Design cia_sp_peer, sky130hd; sources not shown.
==> run_1/flops_by_reg.png <==
Scale bar: 20 µm.
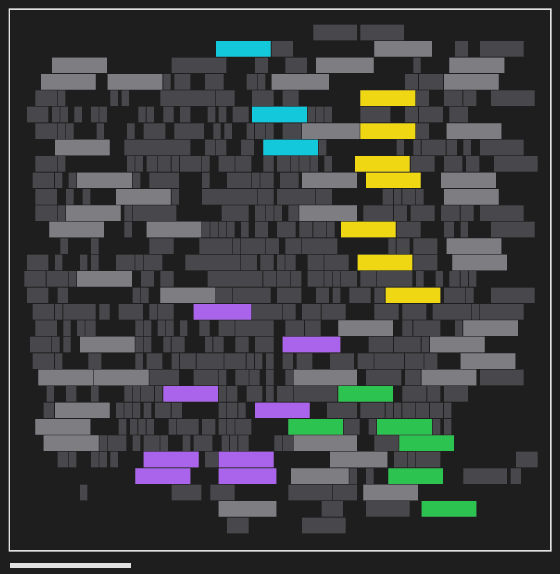
legend:
  green:
    netlist_name: `oe_hist_r`
    sequential_cells: 6
    where: bottom right
  cyan:
    netlist_name: `bit_idx_r`
    sequential_cells: 3
  purple:
    netlist_name: `phase_r`
    sequential_cells: 8
    where: bottom middle
  yellow:
    netlist_name: `rx_shift_r`
    sequential_cells: 7
not coloured: 41
FF/Latch Area: 0.00165 mm²
final core occ: 62.8%

==> run_1/detail.png <==
Scale bar: 10 µm. Region (10, 10) to (35, 35) µm. Cells in grey, sequential cells in the stronger grey; small squares are vias.
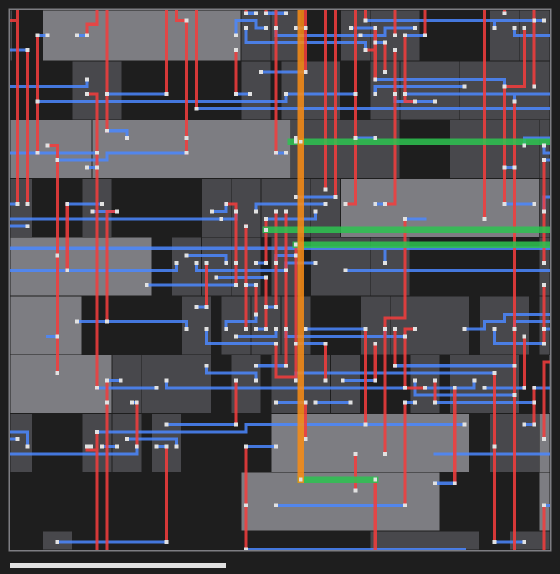
legend:
  red:
    layer: metal 2
  green:
    layer: metal 3
  blue:
    layer: metal 1
  orange:
    layer: metal 4
most frequent: nand2_1 (16), inv_1 (7), dfrtp_1 (7)
cells with their middle in the window: 52
sequential cells in the window: 7

==> run_1/io_fan.png <==
Scale bar: 20 µm.
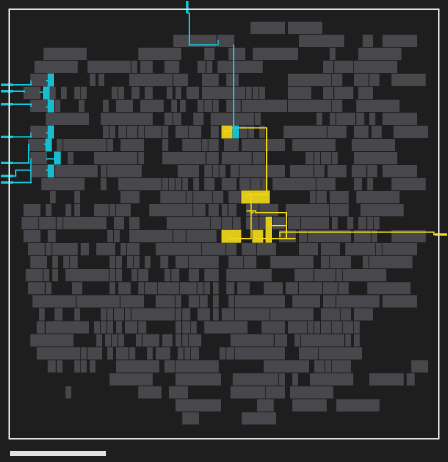
legend:
  cyan:
    port: `tx_data`
    bits: 8
    direction: input
    edge: 7 left, 1 top
    end_cells: 8
    buffers: 8
    wire: 75.9 µm
  yellow:
    port: `abort`
    bits: 1
    direction: input
    edge: right
    end_cells: 6
    buffers: 2
    wire: 104 µm
Port Buf Inserts: 34
Ports: 35

==> impl_metrics.csv, run 1 <==
group,metric,value,unit
clock_tree,clock_latency,350,ps
worst_setup_path,path_buffers,2,
timing,fmax,647,MHz
yosys,yosysSeqAreaShare,54.7,%
finish,n_all_buffers,70,
power_and_ir_drop,leakagePower,2.19,nW
yosys,edf_count,0,
yosys,syn_avg_cell_area,8.57,µm²
worst_setup_path,slowest_delay,400,ps
finish,nets,458,
yosys,ys_cells,349,
finish,fillers,591,
clock_tree,root_buffer,"clkbuf_8",
placement,gp_congestion,0.870,
finish,comb.multi_input.count,241,
power_and_ir_drop,p_seq,2.25,mW
routing,wl,6630,µm
yosys,synth_cells,349,
clock_tree,path_clk_slew,80,ps
yosys,fa_ha_area_share,3.77,%
placement,place_ws,13.6,ps
worst_setup_path,worst-path-max-fanout,4,
yosys,yosysTopAreaCell,"dfrtp_1",
flow_run,max_cap_violations,0,
power_and_ir_drop,switchingPower,2.75,mW
yosys,top_cell_area_share,47.7,%
power_and_ir_drop,pwr-share-comb,47.5,%
finish,ff_count,65,
placement,placed_cell_area,0.00383,mm²
global_route,grt_use_total,17.9,%
finish,stdcell_count,531,
power_and_ir_drop,intPower,4.00,mW
clock_tree,cts_hold_buffers,1,
yosys,compound_area_share,6.03,%
placement,placedCellCount,495,
finish,comb_share,34.5,%
yosys,ys_warn_count,0,
worst_setup_path,slowest_stage,"dfrtp_1",
power_and_ir_drop,top_power_group,"combinational logic",
worst_setup_path,setup.worst_path.start_class,"flop",
placement,detailed_place_hpwl,4350,µm
finish,layout-drive-gt1-share,39.6,%
die,chipHeight,89.4,µm
yosys,fp_nets,380,
global_route,gr-usage-met3,3.14,%
timing,holdWs,309,ps
timing,slew_violations,0,
worst_setup_path,critPathArrivalTime,1780,ps
finish,seq_share,36.6,%
routing,top_layer,"met4",
power_and_ir_drop,pg_clk,1.29,mW
die,chipArea,0.00799,mm²
timing,rsz0062_at_grt,"yes",
finish,area_growth_syn_to_layout,50.6,%
clock_tree,cts_setup_buffers,10,
finish,logic_area,0.00155,mm²
routing,drt.antenna.violating_nets,0,
routing,wl_met1,2840,µm
yosys,synth_cell_type_count,32,
clock_tree,clk_path_buf_depth,2,
timing,worst_pin_slew,339,ps
finish,antenna_cells,0,
timing,period_minus_slack,1550,ps
global_route,antenna_found_initial,0,
worst_setup_path,reg2reg_depth,9,
worst_setup_path,endpoint_kind,"flop",
timing,finalSetupViolations,0,
routing,drtIter0Drc,79,
yosys,ys.flops,65,
die,die_w,89.4,µm
finish,n_clock_buffer,10,
yosys,async_reset_ff_share,100,%
finish,lay_top_count,"nand2_1",
timing,min_period_over_period,90.9,%
clock_tree,cts_tree,"yes",
worst_hold_path,hold_path_class,"input port to flop",
yosys,muxShareOfSynthArea,0.377,%
finish,nNonClkInverters,40,
routing,wl_per_cell,12.5,µm
routing,drc,0,
die,row_count,31,
clock_tree,ctsResizeCount,29,
worst_setup_path,required,1940,ps
yosys,ys_sh_xor,1.76,%
worst_setup_path,critical_path_class,"flop to flop",
routing,vias,2491,
yosys,simple_gate_share,27.4,%
yosys,yosys-top-cells-area,"dfrtp_1 (48%), nand2_1 (16%), dfstp_2 (7.0%), inv_1 (4.5%), ha_1 (3.8%)",
worst_setup_path,path_cells,"inv_2 > ha_4 > inv_4 > a21oi_4 > o21ai_2 > a21oi_2 > nand3_2 > nor2_2 > nor2_1",
power_and_ir_drop,power.density,1500,mW/mm²
routing,dr.pass1.iters,4,
clock_tree,numCtsBuffers,9,
routing,route.met3.wl,260,µm
die,fp_util,41.7,%
routing,via_per_inst,4.69,
power_and_ir_drop,ir_worst_vdd,0.700,mV
global_route,grt_pass1_wl,11000,µm
worst_hold_path,hold_depth,1,
timing,slew_headroom,77.4,%
clock_tree,htree_levels,3,
timing,fin_setup_tns,0,ps
global_route,gr-usage-met1,22.5,%
global_route,met2_usage,29.8,%
yosys,ys_area,0.00299,mm²
global_route,busiest_layer,"met2",
global_route,grt_max_degree,66,
worst_setup_path,cp.depth,9,
yosys,synth.most_common_cell,"nand2_1",
global_route,grt_overflow_total,0,
die,taps,99,
finish,bufAreaShareNonClock,18.0,%
yosys,top_cells_by_count,"nand2_1 (131), dfrtp_1 (57), inv_1 (36)",
finish,clkCellAreaFrac,4.25,%
yosys,top_logic_kind,"simple AND/OR/NAND/NOR gates",
worst_setup_path,critPathTopFamily,"AND-OR/OR-AND gates",
yosys,netlist_area,0.00299,mm²
yosys,flop_cell,"dfrtp_1",
routing,met2_length,3400,µm
timing,setup_ws,154,ps
finish,lay_top_cells,"nand2_1 (102), dfrtp_1 (52), buf_4 (24)",
run_status,status,"finished clean",
die,coreArea,0.00718,mm²
power_and_ir_drop,netSwitchingFraction,40.7,%
clock_tree,clock_sinks,65,
worst_setup_path,reg2reg_slack,150,ps
finish,fin_area,0.00450,mm²
--- run 2 (diff from run 1) ---
Settings changed: CORE_ASPECT_RATIO from default to 0.9.
==> run 2 against run 1 <==
Synthesized cell count is the same; critical endpoint is now tx_byte_r[7]; register-to-register slack gained 30 ps; cell count shrank 0.19%; critical path depth grew 1; highest routed layer unchanged.
==> impl_metrics.csv, run 2 <==
group,metric,value,unit
yosys,compound_area_share,6.03,%
timing,worst_pin_slew,330,ps
clock_tree,clock_latency,350,ps
yosys,edf_count,0,
yosys,ys_warn_count,0,
clock_tree,cts_tree,"yes",
die,fp_util,42.3,%
finish,nNonClkInverters,40,
routing,wl_per_cell,12.6,µm
worst_setup_path,cp.depth,10,
routing,top_layer,"met4",
clock_tree,htree_levels,3,
yosys,synth.most_common_cell,"nand2_1",
die,chipHeight,85.0,µm
finish,ff_latch_area,0.00165,mm²
timing,fmax,658,MHz
routing,vias,2523,
yosys,fa_ha_area_share,3.77,%
die,chipArea,0.00799,mm²
timing,finalSetupViolations,0,
worst_setup_path,critPathTopFamily,"flip-flops",
yosys,ys.flops,65,
yosys,yosysSeqAreaShare,54.7,%
finish,final_core_util,64.6,%
routing,dr.pass1.iters,4,
yosys,fp_nets,380,
yosys,simple_gate_share,27.4,%
timing,rsz0062_at_grt,"yes",
global_route,antenna_found_initial,0,
finish,area_growth_syn_to_layout,52.9,%
worst_setup_path,path_cells,"inv_4 > ha_4 > inv_6 > nor2_1 > inv_1 > nor2_4 > inv_4 > buf_12 > nand2_1 > o21ai_0",
clock_tree,ctsResizeCount,57,
clock_tree,path_clk_slew,80,ps
clock_tree,clock_sinks,65,
finish,comb_share,33.4,%
yosys,async_reset_ff_share,100,%
global_route,grt_overflow_total,0,
yosys,yosys-top-cells-area,"dfrtp_1 (48%), nand2_1 (16%), dfstp_2 (7.0%), inv_1 (4.5%), ha_1 (3.8%)",
routing,drtIter0Drc,127,
finish,n_clock_buffer,10,
worst_hold_path,hold_depth,1,
timing,period_minus_slack,1520,ps
finish,comb.multi_input.count,241,
power_and_ir_drop,pg_clk,1.49,mW
routing,drc,0,
worst_setup_path,reg2reg_depth,10,
finish,seq_share,36.1,%
yosys,synth_cell_type_count,32,
timing,hold_viol_final,0,
routing,wl,6680,µm
placement,numPortBuffers,34,
power_and_ir_drop,power.density,1550,mW/mm²
yosys,top_cells_by_count,"nand2_1 (131), dfrtp_1 (57), inv_1 (36)",
die,taps,93,
worst_setup_path,setup.worst_path.start_class,"flop",
placement,place_ws,-4.22,ps
finish,fin_area,0.00457,mm²
clock_tree,root_buffer,"clkbuf_8",
die,coreArea,0.00708,mm²
worst_setup_path,required,1940,ps
clock_tree,clk_path_buf_depth,2,
power_and_ir_drop,netSwitchingFraction,39.6,%
yosys,muxShareOfSynthArea,0.377,%
routing,drt.antenna.violating_nets,0,
timing,min_period_over_period,89.5,%
finish,n_all_buffers,75,
die,io_pins,35,
power_and_ir_drop,pwr-share-comb,46.9,%
finish,ff_count,65,
finish,antenna_cells,0,
flow_run,max_cap_violations,0,
worst_setup_path,slowest_stage,"dfrtp_2",
timing,slew_headroom,78.0,%
placement,detailed_place_hpwl,4410,µm
clock_tree,numCtsBuffers,9,
power_and_ir_drop,ir_worst_vdd,0.737,mV
worst_setup_path,endpoint_kind,"flop",
placement,placedCellCount,486,
finish,clkCellAreaFrac,4.98,%
worst_setup_path,slowest_delay,450,ps
global_route,met2_usage,29.3,%
timing,fin_setup_tns,0,ps
power_and_ir_drop,leakagePower,2.21,nW
worst_hold_path,hold_path_class,"input port to flop",
power_and_ir_drop,p_seq,2.27,mW
power_and_ir_drop,top_power_group,"combinational logic",
yosys,syn_avg_cell_area,8.57,µm²
yosys,flop_cell,"dfrtp_1",
finish,nets,463,
placement,gp_congestion,0.852,
clock_tree,cts_setup_buffers,16,
placement,placed_cell_area,0.00380,mm²
die,die_w,94.0,µm
yosys,top_logic_kind,"simple AND/OR/NAND/NOR gates",
worst_setup_path,worst-path-max-fanout,7,
yosys,ys_sh_xor,1.76,%
global_route,grt_pass1_wl,11200,µm
power_and_ir_drop,switchingPower,2.80,mW
routing,wl_met1,2940,µm
global_route,grt_use_total,18.1,%
finish,stdcell_count,530,
run_status,status,"finished clean",
routing,via_per_inst,4.76,
yosys,top_cell_area_share,47.7,%
finish,lay_top_cells,"nand2_1 (109), dfrtp_1 (51), buf_4 (26)",
yosys,ys_cells,349,
worst_setup_path,path_buffers,5,
power_and_ir_drop,intPower,4.27,mW
timing,slew_violations,0,
yosys,netlist_area,0.00299,mm²
timing,setup_ws,179,ps
global_route,grt_max_degree,66,
finish,lay_top_count,"nand2_1",
finish,bufAreaShareNonClock,19.0,%
routing,met2_length,3330,µm
finish,layout-drive-gt1-share,39.6,%
worst_setup_path,reg2reg_slack,180,ps
global_route,gr-usage-met1,23.1,%
timing,holdWs,303,ps
clock_tree,cts_hold_buffers,1,
yosys,yosysTopAreaCell,"dfrtp_1",
finish,fillers,581,
global_route,busiest_layer,"met2",
finish,logic_area,0.00153,mm²
yosys,synth_cells,349,
routing,route.met3.wl,268,µm
yosys,ys_area,0.00299,mm²
==> run_2/io_fan.png <==
Scale bar: 20 µm.
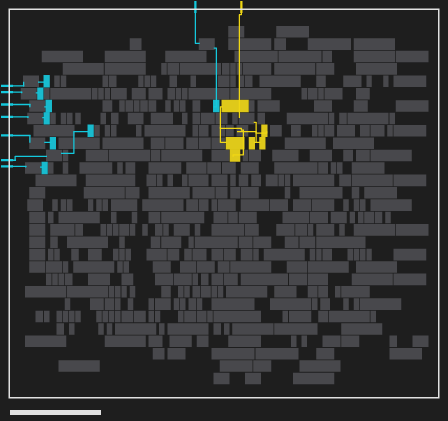
legend:
  cyan:
    port: `tx_data`
    bits: 8
    direction: input
    edge: 7 left, 1 top
    end_cells: 8
    buffers: 8
    wire: 67.8 µm
  yellow:
    port: `abort`
    bits: 1
    direction: input
    edge: top
    end_cells: 6
    buffers: 2
    wire: 60.6 µm

Power and IR drop assume default switching activity.
